### src/rtl/synaptic_accumulator_pkg.sv
// synaptic_accumulator_pkg: shared SNN types, default sizes and saturating arithmetic
//   state_t  : accumulator FSM states (ACCUM, DRAIN, EMIT)
//   sat_add  : signed add clamped to the range of a w-bit signed value
package synaptic_accumulator_pkg;

    typedef enum logic [1:0] {ACCUM, DRAIN, EMIT} state_t;

    localparam int N_SYN_DEFAULT = 16;
    localparam int ACC_W_DEFAULT = 24;
    localparam int WEIGHT_W      = 16;
    localparam int CURRENT_W     = 16;
    localparam int COUNT_W       = 8;

    function automatic logic signed [63:0] sat_add(
        input logic signed [63:0] a,
        input logic signed [63:0] b,
        input int unsigned        w
    );
        logic signed [63:0] s;
        logic signed [63:0] hi;
        logic signed [63:0] lo;
        s  = a + b;
        hi = (64'sd1 <<< (w - 1)) - 64'sd1;
        lo = -hi - 64'sd1;
        return s > hi ? hi : s < lo ? lo : s;
    endfunction

endpackage

### src/rtl/synapse_weight_rf.sv
// synapse_weight_rf: N_SYN x 16 weight register file, one write port, one registered read port
//   clk, reset : clock and synchronous active-high reset (clears only the read register)
//   we/waddr/wdata : weight write port
//   re/raddr   : read request; rdata holds the weight one cycle later, zero when no read
module synapse_weight_rf
    import synaptic_accumulator_pkg::*;
#(
    parameter  int N_SYN = N_SYN_DEFAULT,
    localparam int IW    = $clog2(N_SYN)
) (
    input  logic                       clk,
    input  logic                       reset,
    input  logic                       we,
    input  logic [IW-1:0]              waddr,
    input  logic signed [WEIGHT_W-1:0] wdata,
    input  logic                       re,
    input  logic [IW-1:0]              raddr,
    output logic signed [WEIGHT_W-1:0] rdata
);

    logic signed [WEIGHT_W-1:0] mem [N_SYN];

    // Weights survive reset on purpose.
    always_ff @(posedge clk) begin
        if (we) mem[waddr] <= wdata;
    end

    // Non-blocking read sees the pre-write value on a same-address collision.
    // A zero output when idle lets the consumer add unconditionally.
    always_ff @(posedge clk) begin
        rdata <= reset ? '0 : re ? mem[raddr] : '0;
    end

endmodule

### src/rtl/synaptic_accumulator.sv
// synaptic_accumulator: integrates weighted presynaptic spikes per timestep into a LIF input current
//   clk, reset                 : clock and synchronous active-high reset
//   spike_valid/idx/ready      : presynaptic event handshake, ready only while accumulating
//   w_we/w_addr/w_data         : weight write port, usable in any state
//   timestep_tick              : closes the integration window
//   input_current/current_valid: clamped window sum and its one-cycle update pulse
//   spike_count                : events accepted in the last closed window (saturates at 255)
//   overrun                    : sticky, a tick arrived while not accumulating
module synaptic_accumulator
    import synaptic_accumulator_pkg::*;
#(
    parameter  int N_SYN = N_SYN_DEFAULT,
    parameter  int ACC_W = ACC_W_DEFAULT,
    localparam int IW    = $clog2(N_SYN)
) (
    input  logic                       clk,
    input  logic                       reset,
    input  logic                       spike_valid,
    input  logic [IW-1:0]              spike_idx,
    output logic                       spike_ready,
    input  logic                       w_we,
    input  logic [IW-1:0]              w_addr,
    input  logic signed [WEIGHT_W-1:0] w_data,
    input  logic                       timestep_tick,
    output logic [CURRENT_W-1:0]       input_current,
    output logic                       current_valid,
    output logic [COUNT_W-1:0]         spike_count,
    output logic                       overrun
);

    state_t                     state;
    state_t                     next_state;
    logic                       accept;
    logic signed [WEIGHT_W-1:0] stage;
    logic signed [ACC_W-1:0]    acc;
    logic signed [63:0]         sum;
    logic [CURRENT_W-1:0]       clamped;
    logic [COUNT_W-1:0]         win_cnt;

    synapse_weight_rf #(.N_SYN(N_SYN)) u_rf (
        .clk   (clk),
        .reset (reset),
        .we    (w_we),
        .waddr (w_addr),
        .wdata (w_data),
        .re    (accept),
        .raddr (spike_idx),
        .rdata (stage)
    );

    always_ff @(posedge clk) begin
        state <= reset ? ACCUM : next_state;
    end

    always_comb begin
        next_state = state == ACCUM ? (timestep_tick ? DRAIN : ACCUM) :
                     state == DRAIN ? EMIT : ACCUM;
    end

    always_comb begin
        spike_ready = state == ACCUM;
    end

    assign accept = spike_valid & spike_ready;

    // Stage is zero when no event was accepted, so adding it every cycle is harmless;
    // in DRAIN it carries the event accepted alongside the tick.
    always_comb begin
        sum     = sat_add(64'(acc), 64'(stage), ACC_W);
        clamped = sum < 64'sd0 ? '0 : sum > 64'sd65535 ? '1 : sum[CURRENT_W-1:0];
    end

    always_ff @(posedge clk) begin
        if (reset) begin
            acc           <= '0;
            win_cnt       <= '0;
            input_current <= '0;
            current_valid <= 1'b0;
            spike_count   <= '0;
            overrun       <= 1'b0;
        end else begin
            acc           <= state == DRAIN ? '0 : sum[ACC_W-1:0];
            win_cnt       <= state == DRAIN ? '0 :
                             (accept && win_cnt != '1) ? win_cnt + 1'b1 : win_cnt;
            current_valid <= state == DRAIN;
            overrun       <= overrun | (timestep_tick && state != ACCUM);
            if (state == DRAIN) begin
                input_current <= clamped;
                spike_count   <= win_cnt;
            end
        end
    end

endmodule

### config.mk
export PLATFORM = sky130hd
export DESIGN_NAME = synaptic_accumulator
export DESIGN_NICKNAME = d
export VERILOG_FILES = /design/src/rtl/synaptic_accumulator_pkg.sv /design/src/rtl/synapse_weight_rf.sv /design/src/rtl/synaptic_accumulator.sv
export SDC_FILE = /design/constraint.sdc
export NUM_CORES = 1
export LEC_CHECK = 0
export CELL_PAD_IN_SITES_DETAIL_PLACEMENT = 1
export CELL_PAD_IN_SITES_GLOBAL_PLACEMENT = 2
export CORE_AREA = 4 4 172 191
export CTS_CLUSTER_DIAMETER = 50
export DETAILED_ROUTE_END_ITERATION = 8
export DIE_AREA = 0 0 176 195
export GPL_ROUTABILITY_DRIVEN = 0
export GPL_TIMING_DRIVEN = 0
export PLACE_DENSITY = 0.76
export SYNTH_ARGS = -nofsm -noshare
export SYNTH_HDL_FRONTEND = slang
export SYNTH_SLANG_ARGS = --single-unit
### constraint.sdc
create_clock -name clk -period 3.2 [get_ports clk]
set_clock_uncertainty 0.05 [all_clocks]
set_input_delay 0.48 -clock clk [delete_from_list [all_inputs] [get_ports clk]]
set_output_delay 0.48 -clock clk [all_outputs]
set_load 0.05 [all_outputs]
Fig. 1: run 1, met1 routing
Supply wires on this layer in gray.
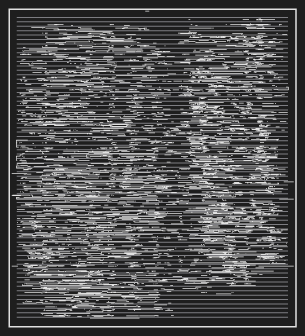
longest straight run: 86.5 µm
main direction: horizontal
nets with wire on the layer: 985
share of all routed wire: 38%

Fig. 2: run 1, met2 routing
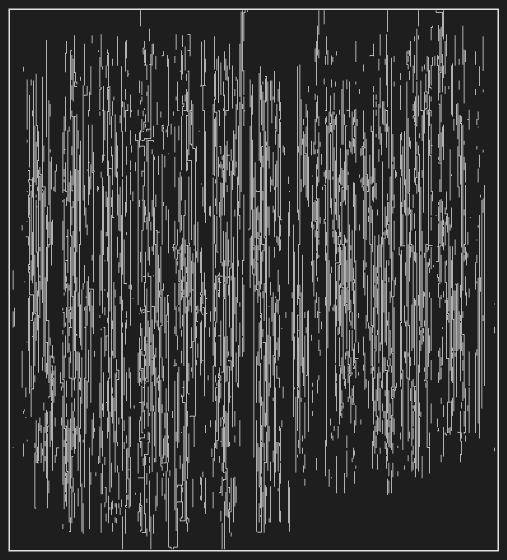
longest straight run: 100 µm
share of all routed wire: 55%
nets with wire on the layer: 926

Fig. 3: run 1, metal 3
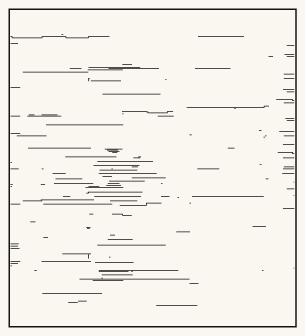
main direction: horizontal
longest straight run: 67.6 µm
wire length on this layer: 1760 µm
nets with wire on the layer: 98
share of all routed wire: 4.9%

==> results.sh, run 1 <==
# physical design summary
export IMPL_critPathTopFamily="AND-OR/OR-AND gates"
export IMPL_routed_wl_um=36200
export IMPL_htree_num_levels=2
export IMPL_largest_area_cell="edfxtp_1"
export IMPL_drtIter0Drc=613
export IMPL_whs_path_depth=1
export IMPL_dp_cells=1354
export IMPL_cts_buffers=39
export IMPL_io_pin_count=56
export IMPL_via_count=8106
export IMPL_fin_crit_sh=0.947
export IMPL_syn2layout_area_growth_pct=19.6
export IMPL_max_slew_margin=0.306
export IMPL_clock_fmax_mhz=330
export IMPL_crit_arrival_ns=3.35
export IMPL_synth_chip_area_um2=13800
export IMPL_yosys_cells=865
export IMPL_hold_violations=0
export IMPL_outcome="completed"
export IMPL_vias_per_cell=5.68
export IMPL_fin_crit_ns=3.03
export IMPL_synth_edff_count=256
export IMPL_drv_slew=0
export IMPL_min_delay_start="spike_count[7]$_SDFFE_PP0P_"
export IMPL_fp_nets=920
export IMPL_grt_usage=0.213
run 1: state kept, by name (all words and copies together), names as in the netlist:
register,cells
current_valid,1
state,2
spike_count,8
acc,24
u_rf.rdata,16
win_cnt,8
u_rf.mem,256
input_current,16
overrun,1
run 1: layer usage:
| metal | GRT usage | vias to the layer above | wire length, µm |
|---|---|---|---|
| met5 | 0 | - | 0 |
| met4 | 0.0479 | 0 | 725 |
| met3 | 0.0302 | 50 | 1760 |
| met2 | 0.401 | 214 | 19900 |
| met1 | 0.260 | 4142 | 13800 |
| li1 | - | 3700 | - |
run 1: metrics by stage:
step | instance area [µm²] | util | setup TNS [ns]
floorplan | 13800 | - | 0
global placement | 14800 | 0.479 | -91.46
detailed placement | 15200 | 0.490 | -6.14
CTS | 16400 | 0.530 | 0
global route | 16500 | 0.533 | -0.00573
finish | 16500 | 0.533 | 0
run 1: synth_stat cells, types with 8 or more instances:
master / number
edfxtp_1: 256
mux4_2: 80
dfxtp_1: 76
a21oi_1: 66
nor2_1: 62
nand2_1: 32
ha_1: 25
and3_1: 19
clkbuf_1: 19
buf_2: 18
nor3_1: 15
o21ai_0: 13
nand4_1: 12
xnor2_1: 12
a31oi_1: 10
nand2b_1: 10
nand3_1: 9
xor2_1: 9
a22o_1: 8
run 1: worst max-delay path by stage:
stage | startpoint | end | slack [ns] | depth (start not counted)
3_3_place_gp | w_we | u_rf.mem[0][9]$_DFFE_PP_ | -1.14 | 3
5_1_grt | u_rf.rdata[0]$_SDFF_PP0_ | input_current[3]$_SDFFE_PP0P_ | -0.003 | 13
3_5_place_dp | u_rf.rdata[15]$_SDFF_PP0_ | acc[1]$_SDFF_PP0_ | -0.57 | 11
2_1_floorplan | u_rf.rdata[15]$_SDFF_PP0_ | input_current[3]$_SDFFE_PP0P_ | 0.56 | 11
4_1_cts | u_rf.rdata[0]$_SDFF_PP0_ | input_current[6]$_SDFFE_PP0P_ | 0.004 | 12
6_report | u_rf.rdata[15]$_SDFF_PP0_ | input_current[10]$_SDFFE_PP0P_ | 0.17 | 9
run 1: timing repair:
action,CTS,global route
setup endpoints to repair,30,32
pin swaps,1,3
gates resized,6,13
setup buffers,1,3
run 1: worst reg2reg max path, cell delays in order (launching register included):
cell     delay, ns
dfxtp_2       0.50
ha_1          0.37
and4_1        0.22
and2_1        0.18
a21oi_1       0.30
nand2_1       0.17
o21ai_1       0.28
xor2_1        0.36
buf_2         0.30
a41oi_1       0.14
run 1: layout make-up:
cell class,instances,area (µm²)
multi-input combinational,481,4450
tap,420,526
timing repair buffer,73,833
clock buffer,45,998
fill,2956,14500
sequential,332,9210
clock inverter,25,221
inverter,6,22.5
buffer,46,231
run 1: report_power, final:
part | total (µW) | internal (µW) | switching [µW] | leakage (µW)
registers | 4860 | 4800 | 67.5 | 0.00293
logic | 1190 | 456 | 730 | 0.00205
clock network | 4200 | 2490 | 1720 | 0.000590
total | 10300 | 7740 | 2510 | 0.00557
run 1: cells by family after synthesis:
family,Yosys count,share of synthesized area
flops,332,0.667
simple gates,186,0.0677
compound gates,164,0.0763
mux,84,0.134
buf+inv,52,0.0175
fa+ha+maj,26,0.0241
xor+xnor,21,0.0133
## Run 2: what changed since run 1
--- a/config.mk
+++ b/config.mk
@@ -7,13 +7,13 @@
 export LEC_CHECK = 0
 export CELL_PAD_IN_SITES_DETAIL_PLACEMENT = 1
 export CELL_PAD_IN_SITES_GLOBAL_PLACEMENT = 2
-export CORE_AREA = 4 4 172 191
+export CORE_AREA = 4 4 183 202
 export CTS_CLUSTER_DIAMETER = 50
 export DETAILED_ROUTE_END_ITERATION = 8
-export DIE_AREA = 0 0 176 195
+export DIE_AREA = 0 0 187 206
 export GPL_ROUTABILITY_DRIVEN = 0
 export GPL_TIMING_DRIVEN = 0
-export PLACE_DENSITY = 0.76
+export PLACE_DENSITY = 0.69
 export SYNTH_ARGS = -nofsm -noshare
 export SYNTH_HDL_FRONTEND = slang
 export SYNTH_SLANG_ARGS = --single-unit
==> constraint.sdc (replaced) <==
create_clock -name clk -period 3.4 [get_ports clk]
set_clock_uncertainty 0.05 [all_clocks]
set_input_delay 0.51 -clock clk [delete_from_list [all_inputs] [get_ports clk]]
set_output_delay 0.51 -clock clk [all_outputs]
set_load 0.05 [all_outputs]
Fig. 4: run 2, met2 routing
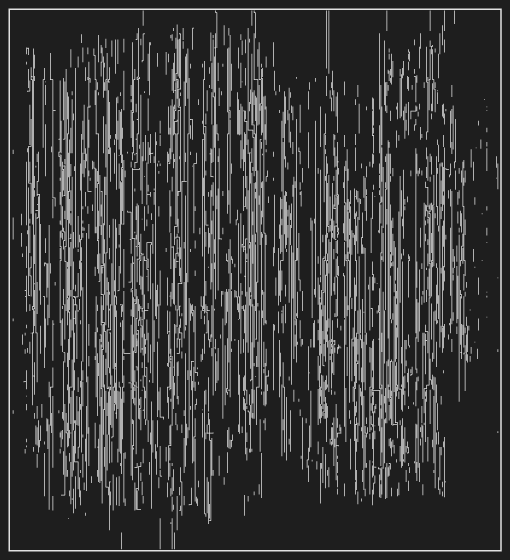
longest straight run: 101 µm
nets with wire on the layer: 946

Fig. 5: run 2, clock wiring as the flow saved it
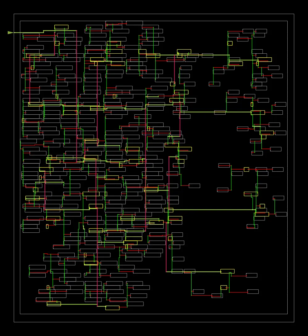
num sequential: 332
CLK BUF: 46
Clk. pwr: 4150 µW
Latency at later pin: 0.54 ns
Clock Sinks: 332

==> run 2 against run 1 <==
Die area rose by 12%; critical path type unchanged; sequential share of layout area fell by 0.089 points; core utilization fell by 6.0 points; synthesized cell count did not move; non-clock buffer count fell by 3; critical endpoint is now acc[16]$_SDFF_PP0_; highest routed layer unchanged; worst hold slack improved by 0.0084 ns.
==> results.sh, run 2 <==
# physical design summary
export IMPL_outcome="completed"
export IMPL_via_count=8120
export IMPL_use_met2=0.347
export IMPL_yosys_cells=865
export IMPL_use_met3=0.0324
export IMPL_nFillCells=3405
export IMPL_grt_usage=0.188
export IMPL_drv_slew=0
export IMPL_fp_nets=920
export IMPL_reg_largest_list="u_rf.mem x256, acc x24"
export IMPL_netlist_top_cells_count="edfxtp_1, mux4_2, dfxtp_1, a21oi_1, nor2_1"
export IMPL_htree_num_levels=2
export IMPL_hold_violations=0
export IMPL_cts_buffers=39
export IMPL_routed_wl_um=36100
export IMPL_seq_area_um2=9210
export IMPL_gr_usage_met1=0.232
export IMPL_largest_area_cell="edfxtp_1"
export IMPL_top_register="u_rf.mem"
export IMPL_grt_busiest_layer="met2"
export IMPL_fin_crit_sh=0.944
export IMPL_synthMostInstantiatedCell="edfxtp_1"
Fig. 6: run 2, metal 4
The bar under the picture is 50 µm long. Supply wires on this layer in gray. Cells faint in the background.
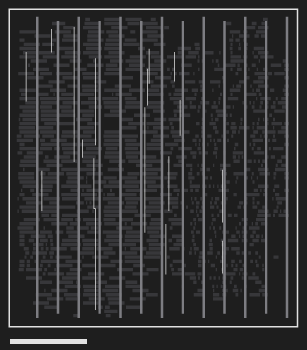
share of all routed wire: 1.7%
nets with wire on the layer: 10
wire length on this layer: 621 µm
main direction: vertical
longest straight run: 87.7 µm

run 2: netlist changes by cell type in the layout (fill, tap and decap cells not counted), sizes merged:
cell,change
clkbuf,+1
inv,+6
clkinv,-5
buf,-3
run 2: kinds of logic after synthesis:
kind of cell / Yosys count / synth area share
adders and majority gates: 26 / 0.0241
AOI/OAI and AO/OA: 164 / 0.0763
and+or+nand+nor: 186 / 0.0677
xor gates and xnor gates: 21 / 0.0133
buffers and inverters: 52 / 0.0175
DFF: 332 / 0.667
muxes: 84 / 0.134
run 2: what timing repair did:
item,CTS,global route
resized,3,3
setup endpoints to repair,18,26
hold endpoints to repair,0,0
pin swaps,0,1
setup buffers,0,1
cloned,0,0
run 2: path summary, 6_finish.rpt:
check             depth (start not counted)                          end  slack (ns)
setup reg to reg                         12           acc[16]$_SDFF_PP0_        0.19
hold / removal                            1  spike_count[7]$_SDFFE_PP0P_        0.43
hold reg to reg                           1  spike_count[7]$_SDFFE_PP0P_        0.43
setup / recovery                         12           acc[16]$_SDFF_PP0_        0.19
run 2: metal layers:
metal	up-vias	share of wire
met3	44	0.045
met2	187	0.53
met4	0	0.017
li1	3680	-
met1	4209	0.41
met5	-	0
run 2: where the power goes:
| part | leakage (µW) | switching (µW) | total [µW] | internal [µW] |
|---|---|---|---|---|
| Clock | 0.000625 | 1700 | 4150 | 2440 |
| Combinational | 0.00202 | 684 | 1120 | 432 |
| Sequential | 0.00293 | 57.3 | 4570 | 4510 |
run 2: layout make-up:
cell class                 instances  share of cell area
buffer                            46              0.0134
clock inverter                    26              0.0154
sequential                       332               0.557
multi-input combinational        481               0.267
clock buffer                      46              0.0626
tap                              444              0.0336
timing repair buffer              70              0.0491
inverter                           6             0.00136
run 2: metrics by stage:
stage	worst slack [ns]	area, µm²	instances	power, µW
floorplan	0.756	13800	865	5350
global placement	-0.988	14900	1360	5730
detailed placement	-0.155	15200	1378	5760
CTS	0.0532	16500	1450	9930
global route	-0.0198	16500	1451	10200
finish	0.190	16500	1451	9830
run 2: critical path, cell delays in order, from the launching register on:
cell      delay, ns
dfxtp_1        0.38
ha_1           0.20
inv_1          0.06
fa_1           0.41
nand2b_1       0.22
a211oi_2       0.31
o21bai_1       0.16
a21oi_2        0.26
nor2_1         0.19
a21oi_2        0.39
buf_4          0.29
nor2_1         0.07
nor2_1         0.15
No activity file was given, so power comes from the tool's default toggle rates.
